==> src/rtl/vip_axi4s_arbiter_if.sv <==
// Signal bundle around the packet arbiter: N packed upstream AXI4-Stream sources
// and the single arbitrated output stream.
interface vip_axi4s_arbiter_if #(
  parameter int NR_OF_MASTERS_P = 4,
  parameter int TDATA_WIDTH_P   = 32,
  parameter int TSTRB_WIDTH_P   = TDATA_WIDTH_P / 8,
  parameter int TKEEP_WIDTH_P   = TDATA_WIDTH_P / 8,
  parameter int TID_WIDTH_P     = 2,
  parameter int TDEST_WIDTH_P   = 2,
  parameter int TUSER_WIDTH_P   = 1
);
  localparam int N = NR_OF_MASTERS_P;

  logic [N-1:0]               mst_tvalid;
  logic [N-1:0]               mst_tready;
  logic [N*TDATA_WIDTH_P-1:0] mst_tdata;
  logic [N*TSTRB_WIDTH_P-1:0] mst_tstrb;
  logic [N*TKEEP_WIDTH_P-1:0] mst_tkeep;
  logic [N-1:0]               mst_tlast;
  logic [N*TID_WIDTH_P-1:0]   mst_tid;
  logic [N*TDEST_WIDTH_P-1:0] mst_tdest;
  logic [N*TUSER_WIDTH_P-1:0] mst_tuser;

  logic                       slv_tvalid;
  logic                       slv_tready;
  logic [TDATA_WIDTH_P-1:0]   slv_tdata;
  logic [TSTRB_WIDTH_P-1:0]   slv_tstrb;
  logic [TKEEP_WIDTH_P-1:0]   slv_tkeep;
  logic                       slv_tlast;
  logic [TID_WIDTH_P-1:0]     slv_tid;
  logic [TDEST_WIDTH_P-1:0]   slv_tdest;
  logic [TUSER_WIDTH_P-1:0]   slv_tuser;

  // Environment view: the upstream sources plus the downstream sink.
  modport master (
    output mst_tvalid, mst_tdata, mst_tstrb, mst_tkeep, mst_tlast, mst_tid, mst_tdest, mst_tuser,
    input  mst_tready,
    input  slv_tvalid, slv_tdata, slv_tstrb, slv_tkeep, slv_tlast, slv_tid, slv_tdest, slv_tuser,
    output slv_tready
  );

  // Arbiter view.
  modport slave (
    input  mst_tvalid, mst_tdata, mst_tstrb, mst_tkeep, mst_tlast, mst_tid, mst_tdest, mst_tuser,
    output mst_tready,
    output slv_tvalid, slv_tdata, slv_tstrb, slv_tkeep, slv_tlast, slv_tid, slv_tdest, slv_tuser,
    input  slv_tready
  );
endinterface

==> src/rtl/vip_axi4s_arbiter.sv <==
// Packet-level round-robin arbiter: one granted master owns the registered output
// stream from its first beat until its tlast beat is accepted.
module vip_axi4s_arbiter #(
  parameter int NR_OF_MASTERS_P = 4,
  parameter int TDATA_WIDTH_P   = 32,
  parameter int TSTRB_WIDTH_P   = TDATA_WIDTH_P / 8,
  parameter int TKEEP_WIDTH_P   = TDATA_WIDTH_P / 8,
  parameter int TID_WIDTH_P     = 2,
  parameter int TDEST_WIDTH_P   = 2,
  parameter int TUSER_WIDTH_P   = 1,
  localparam int GW = (NR_OF_MASTERS_P > 1) ? $clog2(NR_OF_MASTERS_P) : 1
) (
  input  logic                  clk,
  input  logic                  rst,
  vip_axi4s_arbiter_if.slave    axis,
  output logic                  arb_busy,
  output logic [GW-1:0]         arb_grant
);
  localparam int N = NR_OF_MASTERS_P;

  typedef enum logic {IDLE, BUSY} state_t;

  state_t                   state_reg, state_next;
  logic [GW-1:0]            grant_reg, grant_next;
  logic [GW-1:0]            pick_idx;
  logic                     pick_valid;
  logic                     out_ready;
  logic                     mst_hs;

  logic                     slv_tvalid_reg;
  logic [TDATA_WIDTH_P-1:0] slv_tdata_reg;
  logic [TSTRB_WIDTH_P-1:0] slv_tstrb_reg;
  logic [TKEEP_WIDTH_P-1:0] slv_tkeep_reg;
  logic                     slv_tlast_reg;
  logic [TID_WIDTH_P-1:0]   slv_tid_reg;
  logic [TDEST_WIDTH_P-1:0] slv_tdest_reg;
  logic [TUSER_WIDTH_P-1:0] slv_tuser_reg;

  logic [TDATA_WIDTH_P-1:0] tdata_arr [N];
  logic [TSTRB_WIDTH_P-1:0] tstrb_arr [N];
  logic [TKEEP_WIDTH_P-1:0] tkeep_arr [N];
  logic [TID_WIDTH_P-1:0]   tid_arr   [N];
  logic [TDEST_WIDTH_P-1:0] tdest_arr [N];
  logic [TUSER_WIDTH_P-1:0] tuser_arr [N];

  // The output register can take a beat when empty or when it drains this cycle.
  assign out_ready = !slv_tvalid_reg || axis.slv_tready;
  assign mst_hs    = (state_reg == BUSY) && axis.mst_tvalid[grant_reg] && out_ready;

  generate
    for (genvar gi = 0; gi < N; gi++) begin : g_lane
      assign tdata_arr[gi] = axis.mst_tdata[gi*TDATA_WIDTH_P +: TDATA_WIDTH_P];
      assign tstrb_arr[gi] = axis.mst_tstrb[gi*TSTRB_WIDTH_P +: TSTRB_WIDTH_P];
      assign tkeep_arr[gi] = axis.mst_tkeep[gi*TKEEP_WIDTH_P +: TKEEP_WIDTH_P];
      assign tid_arr[gi]   = axis.mst_tid[gi*TID_WIDTH_P +: TID_WIDTH_P];
      assign tdest_arr[gi] = axis.mst_tdest[gi*TDEST_WIDTH_P +: TDEST_WIDTH_P];
      assign tuser_arr[gi] = axis.mst_tuser[gi*TUSER_WIDTH_P +: TUSER_WIDTH_P];
      assign axis.mst_tready[gi] = (state_reg == BUSY) && (grant_reg == GW'(gi)) && out_ready;
    end
  endgenerate

  // Scan from the farthest offset down so the nearest requester after grant_reg wins.
  always_comb begin
    logic [GW-1:0] idx;
    pick_valid = 1'b0;
    pick_idx   = grant_reg;
    idx        = grant_reg;
    for (int k = N; k >= 1; k--) begin
      idx = GW'((int'(grant_reg) + k) % N);
      if (axis.mst_tvalid[idx]) begin
        pick_valid = 1'b1;
        pick_idx   = idx;
      end
    end
  end

  always_comb begin
    state_next = state_reg;
    grant_next = grant_reg;
    case (state_reg)
      IDLE: begin
        if (pick_valid) begin
          state_next = BUSY;
          grant_next = pick_idx;
        end
      end
      BUSY: begin
        if (mst_hs && axis.mst_tlast[grant_reg]) begin
          state_next = IDLE;
        end
      end
      default: state_next = IDLE;
    endcase
  end

  always_ff @(posedge clk) begin
    if (rst) begin
      state_reg      <= IDLE;
      grant_reg      <= GW'(N - 1);
      slv_tvalid_reg <= 1'b0;
      slv_tdata_reg  <= '0;
      slv_tstrb_reg  <= '0;
      slv_tkeep_reg  <= '0;
      slv_tlast_reg  <= 1'b0;
      slv_tid_reg    <= '0;
      slv_tdest_reg  <= '0;
      slv_tuser_reg  <= '0;
    end else begin
      state_reg <= state_next;
      grant_reg <= grant_next;
      if (mst_hs) begin
        slv_tvalid_reg <= 1'b1;
        slv_tdata_reg  <= tdata_arr[grant_reg];
        slv_tstrb_reg  <= tstrb_arr[grant_reg];
        slv_tkeep_reg  <= tkeep_arr[grant_reg];
        slv_tlast_reg  <= axis.mst_tlast[grant_reg];
        slv_tid_reg    <= tid_arr[grant_reg];
        slv_tdest_reg  <= tdest_arr[grant_reg];
        slv_tuser_reg  <= tuser_arr[grant_reg];
      end else if (axis.slv_tready) begin
        slv_tvalid_reg <= 1'b0;
      end
    end
  end

  assign axis.slv_tvalid = slv_tvalid_reg;
  assign axis.slv_tdata  = slv_tdata_reg;
  assign axis.slv_tstrb  = slv_tstrb_reg;
  assign axis.slv_tkeep  = slv_tkeep_reg;
  assign axis.slv_tlast  = slv_tlast_reg;
  assign axis.slv_tid    = slv_tid_reg;
  assign axis.slv_tdest  = slv_tdest_reg;
  assign axis.slv_tuser  = slv_tuser_reg;
  assign arb_busy        = (state_reg == BUSY);
  assign arb_grant       = grant_reg;
endmodule

==> src/flat_wrapper.sv <==
// flat-port wrapper written by rule: the top's interface ports become plain ports
module vip_axi4s_arbiter_flat 
#(
  parameter int NR_OF_MASTERS_P = 4,
  parameter int TDATA_WIDTH_P   = 32,
  parameter int TSTRB_WIDTH_P   = TDATA_WIDTH_P / 8,
  parameter int TKEEP_WIDTH_P   = TDATA_WIDTH_P / 8,
  parameter int TID_WIDTH_P     = 2,
  parameter int TDEST_WIDTH_P   = 2,
  parameter int TUSER_WIDTH_P   = 1,
  localparam int GW = (NR_OF_MASTERS_P > 1) ? $clog2(NR_OF_MASTERS_P) : 1
)
  (clk, rst, arb_busy, arb_grant, axis_mst_tvalid, axis_mst_tdata, axis_mst_tstrb, axis_mst_tkeep, axis_mst_tlast, axis_mst_tid, axis_mst_tdest, axis_mst_tuser, axis_mst_tready, axis_slv_tvalid, axis_slv_tdata, axis_slv_tstrb, axis_slv_tkeep, axis_slv_tlast, axis_slv_tid, axis_slv_tdest, axis_slv_tuser, axis_slv_tready);
  vip_axi4s_arbiter_if #(.NR_OF_MASTERS_P(NR_OF_MASTERS_P), .TDATA_WIDTH_P(TDATA_WIDTH_P), .TSTRB_WIDTH_P(TSTRB_WIDTH_P), .TKEEP_WIDTH_P(TKEEP_WIDTH_P), .TID_WIDTH_P(TID_WIDTH_P), .TDEST_WIDTH_P(TDEST_WIDTH_P), .TUSER_WIDTH_P(TUSER_WIDTH_P)) axis_i ();
  input  logic clk;
  input  logic rst;
  output logic arb_busy;
  output logic [GW-1:0] arb_grant;
  input wire logic [$bits(axis_i.mst_tvalid)-1:0] axis_mst_tvalid;
  input wire logic [$bits(axis_i.mst_tdata)-1:0] axis_mst_tdata;
  input wire logic [$bits(axis_i.mst_tstrb)-1:0] axis_mst_tstrb;
  input wire logic [$bits(axis_i.mst_tkeep)-1:0] axis_mst_tkeep;
  input wire logic [$bits(axis_i.mst_tlast)-1:0] axis_mst_tlast;
  input wire logic [$bits(axis_i.mst_tid)-1:0] axis_mst_tid;
  input wire logic [$bits(axis_i.mst_tdest)-1:0] axis_mst_tdest;
  input wire logic [$bits(axis_i.mst_tuser)-1:0] axis_mst_tuser;
  output wire logic [$bits(axis_i.mst_tready)-1:0] axis_mst_tready;
  output wire logic [$bits(axis_i.slv_tvalid)-1:0] axis_slv_tvalid;
  output wire logic [$bits(axis_i.slv_tdata)-1:0] axis_slv_tdata;
  output wire logic [$bits(axis_i.slv_tstrb)-1:0] axis_slv_tstrb;
  output wire logic [$bits(axis_i.slv_tkeep)-1:0] axis_slv_tkeep;
  output wire logic [$bits(axis_i.slv_tlast)-1:0] axis_slv_tlast;
  output wire logic [$bits(axis_i.slv_tid)-1:0] axis_slv_tid;
  output wire logic [$bits(axis_i.slv_tdest)-1:0] axis_slv_tdest;
  output wire logic [$bits(axis_i.slv_tuser)-1:0] axis_slv_tuser;
  input wire logic [$bits(axis_i.slv_tready)-1:0] axis_slv_tready;
  assign axis_i.mst_tvalid = axis_mst_tvalid;
  assign axis_i.mst_tdata = axis_mst_tdata;
  assign axis_i.mst_tstrb = axis_mst_tstrb;
  assign axis_i.mst_tkeep = axis_mst_tkeep;
  assign axis_i.mst_tlast = axis_mst_tlast;
  assign axis_i.mst_tid = axis_mst_tid;
  assign axis_i.mst_tdest = axis_mst_tdest;
  assign axis_i.mst_tuser = axis_mst_tuser;
  assign axis_mst_tready = axis_i.mst_tready;
  assign axis_slv_tvalid = axis_i.slv_tvalid;
  assign axis_slv_tdata = axis_i.slv_tdata;
  assign axis_slv_tstrb = axis_i.slv_tstrb;
  assign axis_slv_tkeep = axis_i.slv_tkeep;
  assign axis_slv_tlast = axis_i.slv_tlast;
  assign axis_slv_tid = axis_i.slv_tid;
  assign axis_slv_tdest = axis_i.slv_tdest;
  assign axis_slv_tuser = axis_i.slv_tuser;
  assign axis_i.slv_tready = axis_slv_tready;
  vip_axi4s_arbiter #(.NR_OF_MASTERS_P(NR_OF_MASTERS_P), .TDATA_WIDTH_P(TDATA_WIDTH_P), .TSTRB_WIDTH_P(TSTRB_WIDTH_P), .TKEEP_WIDTH_P(TKEEP_WIDTH_P), .TID_WIDTH_P(TID_WIDTH_P), .TDEST_WIDTH_P(TDEST_WIDTH_P), .TUSER_WIDTH_P(TUSER_WIDTH_P)) u_core (.clk(clk), .rst(rst), .axis(axis_i), .arb_busy(arb_busy), .arb_grant(arb_grant));
endmodule
==> config.mk <==
export PLATFORM = sky130hd
export DESIGN_NAME = vip_axi4s_arbiter_flat
export DESIGN_NICKNAME = d
export VERILOG_FILES = /design/src/rtl/vip_axi4s_arbiter_if.sv /design/src/rtl/vip_axi4s_arbiter.sv /design/src/flat_wrapper.sv
export SDC_FILE = /design/constraint.sdc
export NUM_CORES = 1
export LEC_CHECK = 0
export CAP_MARGIN = 30
export CORE_MARGIN = 1.5
export CORE_UTILIZATION = 37
export CTS_BUF_LIST = sky130_fd_sc_hd__clkbuf_16
export DETAILED_ROUTE_END_ITERATION = 6
export PLACE_DENSITY = 0.9
export SLEW_MARGIN = 25
export SYNTH_ARGS = -nofsm -noshare
export SYNTH_HDL_FRONTEND = slang
export SYNTH_SLANG_ARGS = --single-unit
==> constraint.sdc <==
create_clock -name clk -period 3.95 [get_ports clk]
set_input_delay 0.79 -clock clk [delete_from_list [all_inputs] [get_ports clk]]
set_output_delay 0.79 -clock clk [all_outputs]
set_load 0.005 [all_outputs]
### Placed standard cells

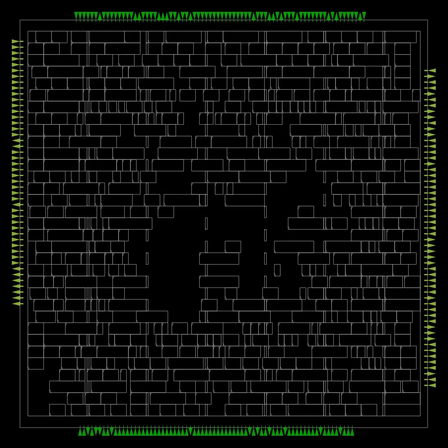
Cell Rows: 33
fin cells: 634

### I/O nets highlighted

(4 px per um)
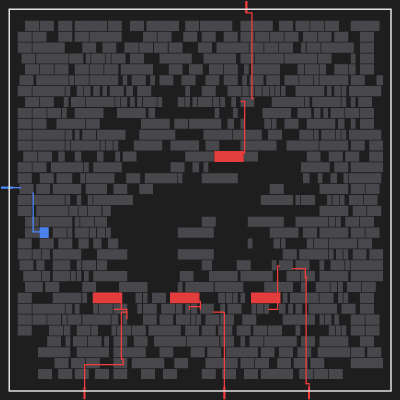
axis_slv_tstrb -> red  # bits 4, direction output, edge 3 bottom, 1 top, end cells 4, buffers 4, wire 153 um
axis_slv_tready -> blue  # bits 1, direction input, edge left, end cells 1, buffers 1, wire 13.9 um

### Cell sizes after repair

(4 px per um)
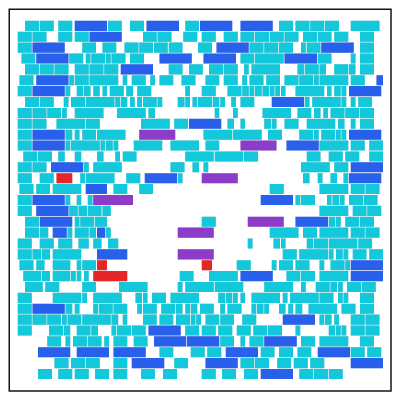
drive 6 and up -> purple  # cells 7
drive 1 or less -> cyan  # cells 464
drive 2 -> blue  # cells 54
drive 3 to 4 -> red  # cells 4
area grow syn2layout: 82.4%
fin worst setup slack: 995 ps

## metrics by stage
step / hold slack (ps) / utilization / setup slack, ps / total power (W)
final: 452 / 0.697 / 995 / 0.00232
after global routing: 475 / 0.697 / 846 / 0.00247
after CTS: 455 / 0.693 / 982 / 0.00234
after detailed placement: 446 / 0.674 / 944 / 0.00189
after global placement: 442 / 0.674 / 1030 / 0.00186
after floorplan: 453 / - / 1760 / 0.00143
## logic make-up after synthesis
group / count (synthesis) / share of synthesized area
buffers and inverters: 31 / 0.0634
adders and majority gates: 4 / 0.0159
DFF: 50 / 0.319
AOI/OAI and AO/OA: 53 / 0.0921
muxes: 53 / 0.364
and+or+nand+nor: 111 / 0.145
==> qor.csv <==
stage,metric,value,unit
placement,# placed instances,625,
drt,met3 WL,766,um
finish,Data buffer area share,0.433,
finish,share of layout cells above drive strength 1,0.123,
worst_setup_path,Setup crit start,axis_slv_tready,
cts,CTS buffer count,5,
yosys,"EDFF count, synth",0,
cts,clk sinks,50,
floorplanning,Core ar.,8220,um^2
global_routing,number of global-route vias before repair,3212,
drt,ANT nets after route,0,
cts,clk buf depth,2,
drt,Via density,5.14,
pwr,pwr/cell area,405,nW/um^2
pwr,Lkg Pwr,2.12,nW
pwr,switching fraction of total power,0.306,
finish,flop share of the area,0.176,
pwr,comb pwr,0.00115,W
global_routing,GR peak layer,met2,
min_path,hold wc startpoint,u_core.axis.slv_tdata[2]$_SDFFE_PP0P_,
worst_setup_path,Critical Path Source Type,input pin,
pwr,NetSw,0.000711,W
pwr,Pint,0.00161,W
pwr,Top Consumer,combinational cells,
placement,Post-DP Area,5540,um^2
cts,clock root buffer,clkbuf_16,
yosys,"top cells by area, synth","mux4_2, dfxtp_1, nand2_1, a21oi_1, buf_6",
finish,Comb gate area,1940,um^2
cts,# hold bufs at CTS,0,
finish,combinational share of cell area,0.339,
worst_setup_path,WP depth,4,
finish,Seq cells,50,
flow_run,Max-Cap Viols,0,
drt,wire length on met2,5.67,mm
cts,H-tree levels,2,
global_routing,grt total ovfl,0,
drt,wire length per cell,16.7,um
yosys,Yosys chip area,3140,um^2
worst_setup_path,crit path to,axis_mst_tready[0],
drt,met1 wire length,4.00,mm
finish,inverters,3,
yosys,post-synthesis cell area,3140,um^2
min_path,Hold Path End,u_core.axis.slv_tdata[2]$_SDFFE_PP0P_,
worst_setup_path,crit path cell chain,clkdlybuf4s50_1 > nand2b_1 > and3_1 > clkdlybuf4s50_1,
drt,vias,3257,
global_routing,initial antenna violation count,0,
global_routing,GRT Resource Usage Total,0.223,
pwr,clock power share,0.190,
finish,final instance area,5720,um^2
yosys,Yosys top cell by instances,nand2_1,
yosys,"Top FF cell, synth",dfxtp_1,
yosys,Max-area cell share,0.352,
final_timing,Max Freq,0.338,GHz
worst_setup_path,R2R Path End,u_core.axis.slv_tdata[14]$_SDFFE_PP0P_,
floorplanning,Die Wd,95.1,um
min_path,Hold Crit Depth,2,
pwr,Worst IR Drop VDD,0.000288,V
final_timing,Slew Limit Headroom,0.383,
floorplanning,floorplan-stage core utilization,0.382,
worst_setup_path,Setup crit end kind,primary output,
worst_setup_path,WP buf/inv,2,
yosys,Synth Instances,302,
final_timing,Slew Limit Fails,0,
worst_setup_path,FF-to-FF path depth,6,
final_timing,# setup viols final,0,
flow_run,stage-log warning count,29,
yosys,Mean Syn Cell Area,10.4,um^2
finish,Largest register FFs,32,
global_routing,largest net degree at the start of global routing,52,
yosys,Synth area leader,mux4_2,
finish,most instantiated logic cell after routing,clkdlybuf4s50_1,
yosys,asr flop ratio synth,0,
floorplanning,die area,9040,um^2
worst_setup_path,CP Max Fanout,7,
yosys,Yosys cell types,25,
final_timing,Final Hold Viols,0,
cts,Post CTS Setup Buffer Count,0,
worst_setup_path,CP top delay family,buffers and inverters,
drt,DRT iter0 DRCs,89,
finish,most frequent cells in the layout,"clkdlybuf4s50_1, nand2_1, mux4_2, a21oi_1, dfxtp_1",
worst_setup_path,Critical R2R Launch,u_core.arb_grant[1]$_SDFFE_PP1P_,
yosys,#FFs+latches synth,50,
outcome,outcome,finished clean,
placement,port bufs,244,
worst_setup_path,"slowest stage cell, crit path",clkdlybuf4s50_1,
No activity file was given, so power comes from the tool's default toggle rates.
